==> images/clock_wires.png <==
(2 px per um)
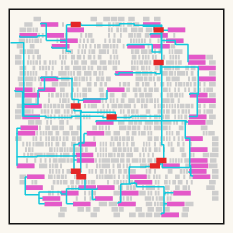
==> images/floorplan.png <==
(4 px per um) Pins as bars on the die edge.
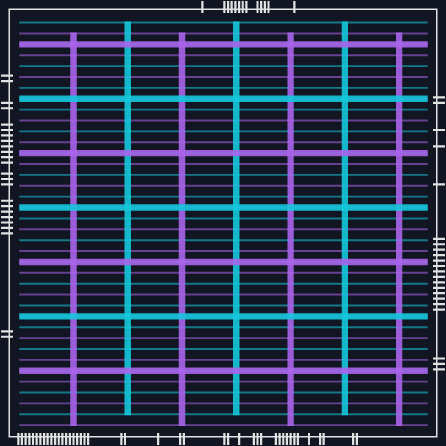
**src/rtl/noc_params.sv**
```systemverilog
// Shared router constants and types for the switch allocator.
package noc_params;

    localparam int unsigned PORT_NUM  = 5;
    localparam int unsigned PORT_SIZE = $clog2(PORT_NUM);
    localparam int unsigned VC_NUM    = 2;
    localparam int unsigned VC_SIZE   = (VC_NUM > 1) ? $clog2(VC_NUM) : 1;

    typedef logic [PORT_SIZE-1:0] port_t;

endpackage

```
**src/rtl/round_robin_arbiter.sv**
```systemverilog
// Round-robin arbiter with a combinational one-hot grant; the pointer moves
// just past the granted index when update_i is high.
module round_robin_arbiter #(
    parameter int unsigned N = 4
) (
    input  logic         clk,
    input  logic         rst,
    input  logic [N-1:0] requests_i,
    input  logic         update_i,
    output logic [N-1:0] grant_o
);

    localparam int unsigned PW = (N > 1) ? $clog2(N) : 1;

    logic [PW-1:0] r_ptr;
    logic [PW-1:0] w_gidx;
    logic [N-1:0]  w_hi_mask;
    logic [N-1:0]  w_sel;

    // Requests at or above the pointer take priority; otherwise wrap to the bottom.
    always_comb begin
        for (int j = 0; j < N; j++) begin
            w_hi_mask[j] = (PW'(j) >= r_ptr);
        end
        w_sel = (|(requests_i & w_hi_mask)) ? (requests_i & w_hi_mask) : requests_i;
        w_gidx = '0;
        for (int j = N - 1; j >= 0; j--) begin
            if (w_sel[j]) begin
                w_gidx = PW'(j);
            end
        end
        for (int j = 0; j < N; j++) begin
            grant_o[j] = (|w_sel) && (PW'(j) == w_gidx);
        end
    end

    always_ff @(posedge clk or posedge rst) begin
        if (rst) begin
            r_ptr <= '0;
        end else if (update_i && (|requests_i)) begin
            r_ptr <= (w_gidx == PW'(N - 1)) ? '0 : w_gidx + 1'b1;
        end
    end

endmodule

```
**src/rtl/switch_allocator.sv**
```systemverilog
// Separable input-first switch allocator with registered grants.
// Define SA_ONOFF_FILTER_EN to gate requests with downstream on/off state.
module switch_allocator
    import noc_params::*;
#(
    parameter int unsigned VC_NUM      = noc_params::VC_NUM,
    parameter int unsigned PORT_NUM    = noc_params::PORT_NUM,
    localparam int unsigned VC_SIZE    = (VC_NUM > 1) ? $clog2(VC_NUM) : 1,
    localparam int unsigned PORT_SIZE  = (PORT_NUM > 1) ? $clog2(PORT_NUM) : 1
) (
    input  logic                 clk,
    input  logic                 rst,
    input  logic [VC_NUM-1:0]    is_empty_i [PORT_NUM],
    input  logic [VC_NUM-1:0]    vc_ready_i [PORT_NUM],
    input  port_t                out_port_i [PORT_NUM][VC_NUM],
    input  logic [VC_SIZE-1:0]   down_vc_i  [PORT_NUM][VC_NUM],
    input  logic [VC_NUM-1:0]    on_off_i   [PORT_NUM],
    output logic                 valid_sel_o [PORT_NUM],
    output logic [VC_SIZE-1:0]   vc_sel_o    [PORT_NUM],
    output logic                 xb_valid_o  [PORT_NUM],
    output logic [PORT_SIZE-1:0] xb_sel_o    [PORT_NUM]
);

    logic [VC_NUM-1:0]    w_onoff   [PORT_NUM];
    logic [VC_NUM-1:0]    w_req     [PORT_NUM];
    logic [VC_NUM-1:0]    w_s1_gnt  [PORT_NUM];
    logic [VC_SIZE-1:0]   w_s1_vc   [PORT_NUM];
    port_t                w_bid_port[PORT_NUM];
    logic [PORT_NUM-1:0]  w_bid;
    logic [PORT_NUM-1:0]  w_s2_req  [PORT_NUM];
    logic [PORT_NUM-1:0]  w_s2_gnt  [PORT_NUM];
    logic [PORT_SIZE-1:0] w_s2_idx  [PORT_NUM];
    logic [PORT_NUM-1:0]  w_in_gnt;
    logic [PORT_NUM-1:0]  w_out_gnt;

    logic [VC_NUM-1:0]    r_mask    [PORT_NUM];
    logic [PORT_NUM-1:0]  r_valid_sel;
    logic [VC_SIZE-1:0]   r_vc_sel  [PORT_NUM];
    logic [PORT_NUM-1:0]  r_xb_valid;
    logic [PORT_SIZE-1:0] r_xb_sel  [PORT_NUM];

`ifdef SA_ONOFF_FILTER_EN
    always_comb begin
        for (int i = 0; i < PORT_NUM; i++) begin
            for (int v = 0; v < VC_NUM; v++) begin
                w_onoff[i][v] = (32'(out_port_i[i][v]) < PORT_NUM) ?
                    on_off_i[out_port_i[i][v]][down_vc_i[i][v]] : 1'b0;
            end
        end
    end
`else
    logic w_unused_onoff;

    always_comb begin
        w_unused_onoff = 1'b0;
        for (int i = 0; i < PORT_NUM; i++) begin
            w_onoff[i] = '1;
            w_unused_onoff = w_unused_onoff ^ (^on_off_i[i]);
            for (int v = 0; v < VC_NUM; v++) begin
                w_unused_onoff = w_unused_onoff ^ (^down_vc_i[i][v]);
            end
        end
    end
`endif

    always_comb begin
        for (int i = 0; i < PORT_NUM; i++) begin
            w_req[i] = ~is_empty_i[i] & vc_ready_i[i] & ~r_mask[i] & w_onoff[i];
        end
    end

    for (genvar gi = 0; gi < PORT_NUM; gi++) begin : g_stage1
        round_robin_arbiter #(
            .N(VC_NUM)
        ) u_vc_arb (
            .clk        (clk),
            .rst        (rst),
            .requests_i (w_req[gi]),
            .update_i   (w_in_gnt[gi]),
            .grant_o    (w_s1_gnt[gi])
        );
    end

    always_comb begin
        for (int i = 0; i < PORT_NUM; i++) begin
            w_s1_vc[i] = '0;
            for (int v = 0; v < VC_NUM; v++) begin
                if (w_s1_gnt[i][v]) begin
                    w_s1_vc[i] = VC_SIZE'(v);
                end
            end
            w_bid[i]      = |w_s1_gnt[i];
            w_bid_port[i] = out_port_i[i][w_s1_vc[i]];
        end
        for (int o = 0; o < PORT_NUM; o++) begin
            for (int i = 0; i < PORT_NUM; i++) begin
                w_s2_req[o][i] = w_bid[i] && (32'(w_bid_port[i]) == 32'(o));
            end
        end
    end

    for (genvar go = 0; go < PORT_NUM; go++) begin : g_stage2
        round_robin_arbiter #(
            .N(PORT_NUM)
        ) u_port_arb (
            .clk        (clk),
            .rst        (rst),
            .requests_i (w_s2_req[go]),
            .update_i   (w_out_gnt[go]),
            .grant_o    (w_s2_gnt[go])
        );
    end

    // An input wins only if some output arbiter picked it.
    always_comb begin
        w_in_gnt = '0;
        for (int o = 0; o < PORT_NUM; o++) begin
            w_out_gnt[o] = |w_s2_gnt[o];
            w_s2_idx[o]  = '0;
            for (int i = 0; i < PORT_NUM; i++) begin
                if (w_s2_gnt[o][i]) begin
                    w_s2_idx[o] = PORT_SIZE'(i);
                    w_in_gnt[i] = 1'b1;
                end
            end
        end
    end

    always_ff @(posedge clk or posedge rst) begin
        if (rst) begin
            r_valid_sel <= '0;
            r_xb_valid  <= '0;
            for (int i = 0; i < PORT_NUM; i++) begin
                r_mask[i]   <= '0;
                r_vc_sel[i] <= '0;
                r_xb_sel[i] <= '0;
            end
        end else begin
            r_valid_sel <= w_in_gnt;
            r_xb_valid  <= w_out_gnt;
            for (int i = 0; i < PORT_NUM; i++) begin
                r_mask[i] <= w_in_gnt[i] ? w_s1_gnt[i] : '0;
                if (w_in_gnt[i]) begin
                    r_vc_sel[i] <= w_s1_vc[i];
                end
                if (w_out_gnt[i]) begin
                    r_xb_sel[i] <= w_s2_idx[i];
                end
            end
        end
    end

    always_comb begin
        for (int i = 0; i < PORT_NUM; i++) begin
            valid_sel_o[i] = r_valid_sel[i];
            vc_sel_o[i]    = r_vc_sel[i];
            xb_valid_o[i]  = r_xb_valid[i];
            xb_sel_o[i]    = r_xb_sel[i];
        end
    end

endmodule
```
**config.mk**
```make
export PLATFORM = sky130hd
export DESIGN_NAME = switch_allocator
export DESIGN_NICKNAME = d
export VERILOG_FILES = /design/src/rtl/noc_params.sv /design/src/rtl/round_robin_arbiter.sv /design/src/rtl/switch_allocator.sv
export SDC_FILE = /design/constraint.sdc
export NUM_CORES = 1
export LEC_CHECK = 0
export ABC_AREA = 1
export CORE_MARGIN = 2
export CORE_UTILIZATION = 45
export CTS_BUF_LIST = sky130_fd_sc_hd__clkbuf_8
export CTS_CLUSTER_DIAMETER = 40
export DETAILED_ROUTE_END_ITERATION = 12
export PLACE_DENSITY = 0.72
export SLEW_MARGIN = 25
export SYNTH_ARGS = -nofsm -noshare
export SYNTH_HDL_FRONTEND = slang
export SYNTH_HIERARCHICAL = 1
export SYNTH_SLANG_ARGS = --single-unit
```
**constraint.sdc**
```tcl
create_clock -name clk -period 4.6 [get_ports clk]
set_clock_uncertainty 0.2 [all_clocks]
set_input_delay 0.92 -clock clk [delete_from_list [all_inputs] [get_ports clk]]
set_output_delay 0.92 -clock clk [all_outputs]
set_load 0.1 [all_outputs]
```
==> impl_metrics.csv <==
group,metric,value,unit
sta,layout_min_cycle_time,4.40,ns
grt,grt.overflow.total,0,
clocking,numCtsBuffers,9,
floorplan,die_width,107,um
grt,first_global_vias,4879,
flow_run,cap_viol_max_count,0,
finish,area_growth_syn_to_layout,38.8,%
finish,insertedDiodeCount,0,
placed_design,gp_congestion,0.936,
min_path,timing.hold.worst.class,"flop to flop",
power_and_ir_drop,p_seq,844,uW
routing,number_of_optimization_iterations_in_the_first_detailed_route_pass,4,
power_and_ir_drop,ir_drop,0.399,mV
finish,num-nets-final,983,
critical_path,worst-path-buf-inv,5,
critical_path,path_common_cell,"sky130_fd_sc_hd__nor2_1",
min_path,worst_hold_path.endpoint,"g_stage1[0].u_vc_arb/r_ptr",
power_and_ir_drop,switching_share,0.538,
floorplan,floorplan.die.height,107,um
sta,post-route-period-util,0.957,
finish,final.fill_count,946,
floorplan,die_area,11300,sq um
synth,yosysWarnings,6,
finish,lay_top_count,"sky130_fd_sc_hd__nand2_1",
synth,synthDistinctLibCells,25,
routing,post-route-drc-count,0,
placed_design,place_area,6330,sq um
finish,fin_util,0.639,
power_and_ir_drop,largestPowerGroup,"combinational logic",
routing,route.detailed.wl_per_inst,12.5,um
routing,drt-vias-per-instance,4.83,
sta,worst_slew_pin_slew,1.00,ns
critical_path,worst_endpoint_data_arrival_time,4.44,ns
clocking,cts_max_path_buffers,2,
synth,yosys.stat.seqShare,0.318,
routing,wirelength,13.0,mm
finish,non_clock_buffer_count,164,
outcome,result_of_the_run,"finished, final reports clean",
critical_path,worst_setup_path_endpoint,"g_stage1[0].u_vc_arb/r_ptr",
critical_path,reg2reg_capture_point,"g_stage1[0].u_vc_arb/r_ptr",
critical_path,timing.critical_path.max_delay_family,"simple AND/OR/NAND/NOR gates",
synth,post_synth_mux_area_share,0,
min_path,startpoint_of_the_lowest_slack_hold_path,"g_stage1[0].u_vc_arb/r_ptr",
finish,comb-cell-share,0.411,
grt,grt_usage,0.238,
sta,final.setup.tns,0,ns
power_and_ir_drop,comb_pwr,1.91,mW
clocking,cts.sink_count,60,
synth,netlist_area,4730,sq um
Back to the opening pictures, clock_wires.png:
[clock wires] cyan | length: 975 um
[clock-net drivers] red | count: 9
[flip-flops] magenta | count: 60
routed clock nets: 10
flops lie: widely spread
reported clock group power: 433 uW
Latency at later pin: 0.36 ns
fraction of power consumed by the clock network: 0.136

Back to the opening pictures, floorplan.png:
| net | colour |
|---|---|
| VDD | cyan |
| VSS | purple |
rows: 37
met5 straps: 7
signal pins: 102

-- synth_stat cells, drive strengths merged --
master | n | share of area
nor3b | 10 | 0.016
nand4 | 10 | 0.020
dfrtp | 60 | 0.32
a21boi | 10 | 0.016
a31oi | 5 | 0.0066
nor3 | 5 | 0.0053
or2 | 5 | 0.0066
nand3 | 55 | 0.074
o21ai | 36 | 0.044
nand2 | 218 | 0.20
a21oi | 5 | 0.0053
inv | 158 | 0.13
nor2 | 129 | 0.12
ha | 15 | 0.040
-- metal layers --
| metal | GRT usage | wire, um |
|---|---|---|
| met1 | 0.290 | 5820 |
| met2 | 0.419 | 6420 |
| met3 | 0.0405 | 502 |
| met4 | 0.0872 | 261 |
| met5 | 0 | 0 |
-- what timing repair did --
action                     in CTS  in global routing
resized                         0                 16
setup endpoints to repair       0                 38
setup buffers                   0                  0
Power is estimated from default activity; no workload was simulated.
